$ cat config.mk
export PLATFORM = sky130hd
export DESIGN_NAME = noc_input_port_buffer
export DESIGN_NICKNAME = d
export VERILOG_FILES = /design/src/rtl/noc_pkg.sv /design/src/rtl/noc_flit_fifo.sv /design/src/rtl/noc_input_port_buffer.sv
export SDC_FILE = /design/constraint.sdc
export NUM_CORES = 1
export LEC_CHECK = 0
export ABC_AREA = 1
export CORE_MARGIN = 4
export CORE_UTILIZATION = 45
export CTS_BUF_LIST = sky130_fd_sc_hd__clkbuf_16
export DETAILED_ROUTE_END_ITERATION = 8
export PLACE_DENSITY = 0.65
export SLEW_MARGIN = 20
export SYNTH_ARGS = -nofsm -noshare
export SYNTH_HDL_FRONTEND = slang
export SYNTH_SLANG_ARGS = --single-unit
$ cat constraint.sdc
create_clock -name noc_clk -period 6.97 [get_ports noc_clk]
set_input_delay 1.0455 -clock noc_clk [delete_from_list [all_inputs] [get_ports noc_clk]]
set_output_delay 1.0455 -clock noc_clk [all_outputs]
set_load 0.02 [all_outputs]
$ cat src/rtl/noc_pkg.sv
// Shared NoC definitions: route one-hot codes, FSM state encodings and the
// header-flit field offsets used by the input-port buffer.
package noc_pkg;

  // One-hot output-port requests presented to the switch allocator.
  localparam logic [4:0] ROUTE_LOCAL = 5'b00001;
  localparam logic [4:0] ROUTE_EAST  = 5'b00010;
  localparam logic [4:0] ROUTE_WEST  = 5'b00100;
  localparam logic [4:0] ROUTE_NORTH = 5'b01000;
  localparam logic [4:0] ROUTE_SOUTH = 5'b10000;

  // Header layout: destination X occupies [47:44], destination Y [43:40].
  // These offsets track the Noc_parameters header field positions.
  localparam int NOC_DEST_X_LSB = 44;
  localparam int NOC_DEST_Y_LSB = 40;

  // Input framing: waiting for a header, or inside a packet.
  typedef enum logic {
    FRM_WAIT_HEAD = 1'b0,
    FRM_IN_PKT    = 1'b1
  } frame_state_e;

  // Output route: no packet in flight, or holding the route of the packet
  // whose header has already left the buffer.
  typedef enum logic {
    RT_IDLE = 1'b0,
    RT_HOLD = 1'b1
  } route_state_e;

endpackage

$ cat src/rtl/noc_flit_fifo.sv
// Generic first-word-fall-through FIFO with occupancy count. The head entry is
// kept in a register so it holds its last value when the FIFO drains and
// clears on reset; not-full is registered so it has no path from the pop side.
module noc_flit_fifo #(
  parameter int WIDTH = 66,
  parameter int DEPTH = 4
) (
  input  logic                     i_clk,
  input  logic                     i_rst_n,
  input  logic                     i_push,
  input  logic [WIDTH-1:0]         i_wdata,
  input  logic                     i_pop,
  output logic                     o_not_full,
  output logic                     o_valid,
  output logic [WIDTH-1:0]         o_rdata,
  output logic [$clog2(DEPTH):0]   o_count
);

  localparam int AW = $clog2(DEPTH);
  localparam int CW = AW + 1;

  logic [WIDTH-1:0] r_mem [DEPTH];
  logic [AW-1:0]    r_wr_ptr;
  logic [AW-1:0]    r_rd_ptr;
  logic [CW-1:0]    r_count;
  logic             r_not_full;
  logic [WIDTH-1:0] r_head;

  logic             w_push;
  logic             w_pop;
  logic [AW-1:0]    w_rd_ptr_nxt;
  logic [CW-1:0]    w_count_nxt;
  logic [WIDTH-1:0] w_head_nxt;

  assign w_push       = i_push && r_not_full;
  assign w_pop        = i_pop && (r_count != CW'(0));
  assign w_rd_ptr_nxt = r_rd_ptr + AW'(w_pop);
  assign w_count_nxt  = r_count + CW'(w_push) - CW'(w_pop);

  // Next head: bypass the incoming word when it lands in the new head slot
  // (FIFO empty after this cycle's pop), otherwise read storage; hold when empty.
  always_comb begin
    w_head_nxt = r_head;
    if (w_count_nxt != CW'(0)) begin
      if (w_push && (r_wr_ptr == w_rd_ptr_nxt)) begin
        w_head_nxt = i_wdata;
      end else begin
        w_head_nxt = r_mem[w_rd_ptr_nxt];
      end
    end
  end

  // Storage array write; contents need no reset.
  always_ff @(posedge i_clk) begin
    if (w_push) begin
      r_mem[r_wr_ptr] <= i_wdata;
    end
  end

  // Pointers, count and registered not-full; pointers wrap modulo DEPTH.
  always_ff @(posedge i_clk or negedge i_rst_n) begin
    if (!i_rst_n) begin
      r_wr_ptr   <= '0;
      r_rd_ptr   <= '0;
      r_count    <= '0;
      r_not_full <= 1'b1;
    end else begin
      if (w_push) begin
        r_wr_ptr <= r_wr_ptr + AW'(1);
      end
      r_rd_ptr   <= w_rd_ptr_nxt;
      r_count    <= w_count_nxt;
      r_not_full <= (w_count_nxt != CW'(DEPTH));
    end
  end

  // Registered head word presented on the output.
  always_ff @(posedge i_clk or negedge i_rst_n) begin
    if (!i_rst_n) begin
      r_head <= '0;
    end else begin
      r_head <= w_head_nxt;
    end
  end

  assign o_not_full = r_not_full;
  assign o_valid    = (r_count != CW'(0));
  assign o_rdata    = r_head;
  assign o_count    = r_count;

endmodule

$ cat src/rtl/noc_input_port_buffer.sv
// Router input port: checks header/body/tail framing, buffers accepted flits
// in an FWFT FIFO and presents a per-flit one-hot XY route request.
module noc_input_port_buffer
  import noc_pkg::*;
#(
  parameter int DATA_WIDTH = 64,
  parameter int DEPTH      = 4,
  parameter int ID_X_WIDTH = 4,
  parameter int ID_Y_WIDTH = 4,
  parameter int X_ID       = 0,
  parameter int Y_ID       = 0,
  parameter int DEST_X_LSB = NOC_DEST_X_LSB,
  parameter int DEST_Y_LSB = NOC_DEST_Y_LSB
) (
  input  logic                    noc_clk,
  input  logic                    noc_rst_n,
  input  logic                    in_valid,
  output logic                    in_ready,
  input  logic [DATA_WIDTH-1:0]   in_flit,
  input  logic                    in_is_header,
  input  logic                    in_is_tail,
  output logic                    out_valid,
  input  logic                    out_ready,
  output logic [DATA_WIDTH-1:0]   out_flit,
  output logic                    out_is_header,
  output logic                    out_is_tail,
  output logic [4:0]              out_route,
  output logic [$clog2(DEPTH):0]  occupancy,
  output logic [7:0]              drop_count,
  output logic                    proto_err
);

  localparam logic [ID_X_WIDTH-1:0] MY_X = ID_X_WIDTH'(X_ID);
  localparam logic [ID_Y_WIDTH-1:0] MY_Y = ID_Y_WIDTH'(Y_ID);

  // Dimension-ordered routing: resolve X first, then Y, else deliver locally.
  function automatic logic [4:0] xy_route(input logic [ID_X_WIDTH-1:0] dx,
                                          input logic [ID_Y_WIDTH-1:0] dy);
    logic [4:0] rt;
    if (dx > MY_X)      rt = ROUTE_EAST;
    else if (dx < MY_X) rt = ROUTE_WEST;
    else if (dy > MY_Y) rt = ROUTE_NORTH;
    else if (dy < MY_Y) rt = ROUTE_SOUTH;
    else                rt = ROUTE_LOCAL;
    return rt;
  endfunction

  frame_state_e    r_frm_state;
  route_state_e    r_rt_state;
  logic [4:0]      r_route_q;
  logic [7:0]      r_drop_count;
  logic            r_proto_err;

  logic                  w_accept;
  logic                  w_write;
  logic                  w_drop;
  logic                  w_pop;
  logic [DATA_WIDTH+1:0] w_fifo_wdata;
  logic [DATA_WIDTH+1:0] w_fifo_rdata;
  logic                  w_head_hdr;
  logic                  w_head_tail;
  logic [DATA_WIDTH-1:0] w_head_flit;
  logic [4:0]            w_head_route;

  assign w_accept     = in_valid && in_ready;
  // Non-header flits outside a packet are handshaken but discarded.
  assign w_write      = w_accept && ((r_frm_state == FRM_IN_PKT) || in_is_header);
  assign w_drop       = w_accept && (r_frm_state == FRM_WAIT_HEAD) && !in_is_header;
  assign w_pop        = out_valid && out_ready;
  assign w_fifo_wdata = {in_is_header, in_is_tail, in_flit};

  noc_flit_fifo #(
    .WIDTH (DATA_WIDTH + 2),
    .DEPTH (DEPTH)
  ) u_fifo (
    .i_clk      (noc_clk),
    .i_rst_n    (noc_rst_n),
    .i_push     (w_write),
    .i_wdata    (w_fifo_wdata),
    .i_pop      (w_pop),
    .o_not_full (in_ready),
    .o_valid    (out_valid),
    .o_rdata    (w_fifo_rdata),
    .o_count    (occupancy)
  );

  assign w_head_hdr   = w_fifo_rdata[DATA_WIDTH+1];
  assign w_head_tail  = w_fifo_rdata[DATA_WIDTH];
  assign w_head_flit  = w_fifo_rdata[DATA_WIDTH-1:0];
  assign w_head_route = xy_route(w_head_flit[DEST_X_LSB +: ID_X_WIDTH],
                                 w_head_flit[DEST_Y_LSB +: ID_Y_WIDTH]);

  // Framing FSM with saturating drop counter and sticky protocol-error flag.
  always_ff @(posedge noc_clk or negedge noc_rst_n) begin
    if (!noc_rst_n) begin
      r_frm_state  <= FRM_WAIT_HEAD;
      r_drop_count <= 8'd0;
      r_proto_err  <= 1'b0;
    end else begin
      if (w_drop && (r_drop_count != 8'hFF)) begin
        r_drop_count <= r_drop_count + 8'd1;
      end
      if (w_accept && (r_frm_state == FRM_IN_PKT) && in_is_header) begin
        r_proto_err <= 1'b1;
      end
      if (w_write) begin
        r_frm_state <= in_is_tail ? FRM_WAIT_HEAD : FRM_IN_PKT;
      end
    end
  end

  // Route FSM: capture the route when a header leaves, release it with the tail.
  always_ff @(posedge noc_clk or negedge noc_rst_n) begin
    if (!noc_rst_n) begin
      r_rt_state <= RT_IDLE;
      r_route_q  <= '0;
    end else if (w_pop) begin
      if (w_head_tail) begin
        r_rt_state <= RT_IDLE;
        r_route_q  <= '0;
      end else if (w_head_hdr) begin
        r_rt_state <= RT_HOLD;
        r_route_q  <= w_head_route;
      end
    end
  end

  // Per-flit route request: live for headers, held for body/tail, 0 when empty.
  always_comb begin
    out_route = '0;
    if (out_valid) begin
      if (w_head_hdr) begin
        out_route = w_head_route;
      end else if (r_rt_state == RT_HOLD) begin
        out_route = r_route_q;
      end
    end
  end

  assign out_flit      = w_head_flit;
  assign out_is_header = w_head_hdr;
  assign out_is_tail   = w_head_tail;
  assign drop_count    = r_drop_count;
  assign proto_err     = r_proto_err;

endmodule

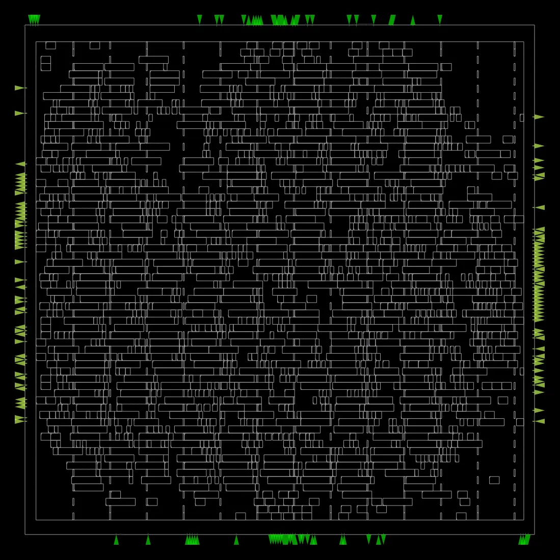
**Above:** run 1 (cell placement).
Core Region: 32870 µm²
Final Instance Count excl. Fillers: 2025

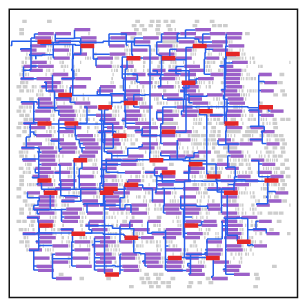
**Above:** run 1 (routed clock nets over the placement).
Drawn at 1.5 px/µm.
red -> cells driving clock nets  # count 37
blue -> clock wires  # length 4020 µm
purple -> flip-flops  # count 352
flops lie = spread over the die

==> Slide: Implementation Results, run 1 <==
Key Metrics from the Run

Die
  – Die ar.: 36570 µm²
  – Die X: 191.2 µm
  – Fp_density: 45.98%

Global routing
  – M3 GR Usage: 4.091%
  – Number of global-route vias before repair: 10805
  – All-Layer GR Usage: 21.91%

Synthesis
  – Synth area leader: edfxtp_1
  – Simple-Gate Fraction of Synth Area: 21.16%
  – Logic family by area: simple AND/OR/NAND/NOR gates
  – Mapped Area: 15110 µm²
  – Synth Warn #: 0
  – Async set-reset flop share out of synthesis: 25.00%
  – Xor/xnor share: 0.2898%
  – # Cells Yosys: 1450
  – YS chip area: 15110 µm²

Setup path
  – Most frequent CP cell: nand2_1
  – Worst-path cell with the longest stage delay: ha_4
  – Worst Path Required: 7.42 ns
  – Crit path from: out_ready
  – Slowest cell delay on critical path: 0.81 ns
  – Crit path DAT: 4.95 ns
  – Worst reg-to-reg path cell count: 13
  – Crit path capture type: flip-flop

Cells and area
  – Fin nets: 1633
  – Inverter count: 96
  – Reg area: 10130 µm²
  – # fillers: 2880
  – Top class by area: flip-flops and latches

Timing
  – Setup TNS: 0 ns
  – Fmax: 222.2 MHz
  – Final hold slack: 0.4719 ns
  – Fin crit period: 4.501 ns
  – Final setup fails: 0

Pwr
  – Pint: 0.005309 W
  – Pleak: 7.196 nW
  – Clk network pwr share: 21.6%
  – VDD IR-drop max: 0.0004752 V
  – Comb pwr share: 45.7%

Route
  – Routed Wire Length: 40160 µm
  – Drt pass-1 iters: 5
  – Initial DRC Count: 927
  – Metal3 WL: 2943 µm
  – Met1 wire length: 17120 µm

Clocking
  – Post-CTS setup buffer count: 0

Worst hold path
  – Hold endpoint: proto_err

Placed design
  – Post-placement setup slack: 1.992 ns

Status
  – Status: completed
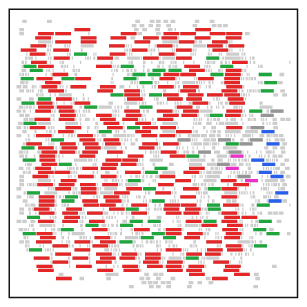
**Above:** run 1 (sequential cells colored by netlist name).
Drawn at 1.5 px/µm. Other sequential cells in the stronger gray, the rest of the logic in the fainter gray.
magenta -> `r_route_q`  # sequential cells 3
blue -> `drop_count`  # sequential cells 8, where middle right
green -> `u_fifo.o_rdata`  # sequential cells 66
red -> `u_fifo.r_mem`  # sequential cells 264, where spread over the die
register fraction of the total cell area: 55.66%
Seq group: 0.00302 W
Final Core Density: 55.38%

==> run 1: power by group through the flow <==
| stage | Combinational, W | Sequential [W] | Clock [W] |
|---|---|---|---|
| 2_1_floorplan | 0.00254 | 0.00325 | 0 |
| 3_3_place_gp | 0.00415 | 0.00305 | 0 |
| 3_5_place_dp | 0.00423 | 0.00305 | 0 |
| 4_1_cts | 0.00425 | 0.00302 | 0.00204 |
| 5_1_grt | 0.00471 | 0.00306 | 0.00213 |
| 6_report | 0.00423 | 0.00302 | 0.00200 |
==> run 1: flip-flops by register name (all words and copies together), names as in the netlist <==
register           flops
u_fifo.r_rd_ptr        2
u_fifo.r_mem         264
proto_err              1
r_frm_state            1
u_fifo.o_count         3
r_route_q              3
u_fifo.r_wr_ptr        2
u_fifo.o_not_full      1
u_fifo.o_rdata        66
drop_count             8
r_rt_state             1
==> run 2: changes to the inputs <==
PLACE_DENSITY = 0.67   (was 0.65)
clock period = 4.12 ns   (was 6.97 ns; I/O delays follow)
==> Slide: Implementation Results, run 2 <==
Key Metrics from the Run

Clocking
  – Post-CTS setup buffer count: 0 (unchanged)

Timing
  – Setup TNS: 0 ns (unchanged)
  – Fin crit period: 3.390 ns
  – Final setup fails: 0 (unchanged)
  – Fmax: 295.0 MHz

Synthesis
  – Async set-reset flop share out of synthesis: 25.00% (unchanged)
  – Simple-Gate Fraction of Synth Area: 21.16% (unchanged)

Route
  – Drt pass-1 iters: 7 (+2)
  – Met1 wire length: 17560 µm (+2.6%)
  – Initial DRC Count: 1073 (+16%)

Setup path
  – Worst reg-to-reg path cell count: 12 (-1)
  – Crit path capture type: flip-flop
  – Crit path from: u_fifo.o_count[1]
  – Worst-path cell with the longest stage delay: buf_4

Pwr
  – Clk power: 0.00324 W (+62%)
  – Top Consumer: combinational logic
  – Clk network pwr share: 20.6% (-1.0 points)
  – VDD IR-drop max: 0.0008388 V (+77%)
  – Pleak: 7.281 nW (+1.2%)

Status
  – Status: completed

Die
  – Die ar.: 36570 µm² (unchanged)
  – Fp_density: 45.98% (unchanged)
  – Core Region: 32870 µm² (unchanged)

Cells and area
  – Final Instance Count excl. Fillers: 2040 (+0.74%)
  – Max reg flops: 264 (unchanged)
  – Fin nets: 1647 (+0.86%)

Placed design
  – Post-placement setup slack: 0.3088 ns (-1.683 ns)

Worst hold path
  – Hold endpoint: r_route_q[3]
## run 2: cells by family (layout without fill, tap and decap cells)
kind of cell	Yosys count	after routing
simple gates	734	734
buf+inv	199	346
flops	352	352
other cells	1	2
compound gates	150	150
xor+xnor	5	5
fa+ha+maj	9	9
## run 2: layout make-up
type | instances | area (µm²) | share of cell area [%]
Clock inverter | 28 | 145.1 | 0.7930
Inverter | 96 | 362.8 | 1.982
Clock buffer | 42 | 1051 | 5.742
Tap cell | 442 | 553.0 | 3.022
Sequential cell | 352 | 10130 | 55.35
Multi-Input combinational cell | 900 | 4253 | 23.24
Timing Repair Buffer | 180 | 1807 | 9.871
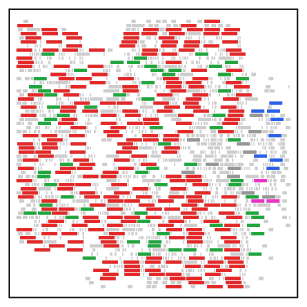
**Above:** run 2 (sequential cells colored by netlist name).
Drawn at 1.5 px/µm. Other sequential cells in the stronger gray, the rest of the logic in the fainter gray.
blue -> `drop_count`  # sequential cells 8, where middle right
red -> `u_fifo.r_mem`  # sequential cells 264, where spread over the die
magenta -> `r_route_q`  # sequential cells 3
green -> `u_fifo.o_rdata`  # sequential cells 66, where spread over the die

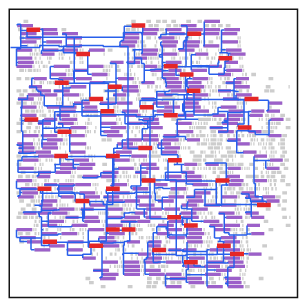
**Above:** run 2 (routed clock nets over the placement).
Drawn at 1.5 px/µm.
red -> cells driving clock nets  # count 38
blue -> clock wires  # length 4170 µm
purple -> flip-flops  # count 352
routed clock nets = 39
flops lie = spread over the die

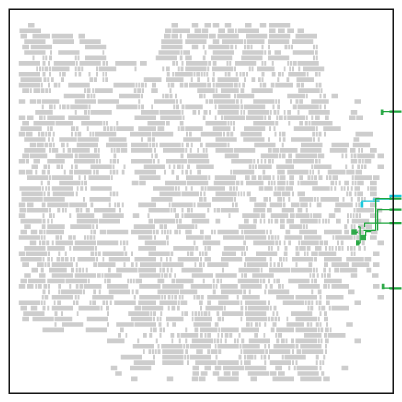
**Above:** run 2 (I/O nets highlighted).
Drawn at 2 px/µm.
green -> `out_route`  # bits 5, direction output, edge right, end cells 5, buffers 3, wire 87.9 µm
cyan -> `out_ready`  # bits 1, direction input, edge right, end cells 1, buffers 1, wire 21.9 µm

Power is estimated from default activity; no workload was simulated.
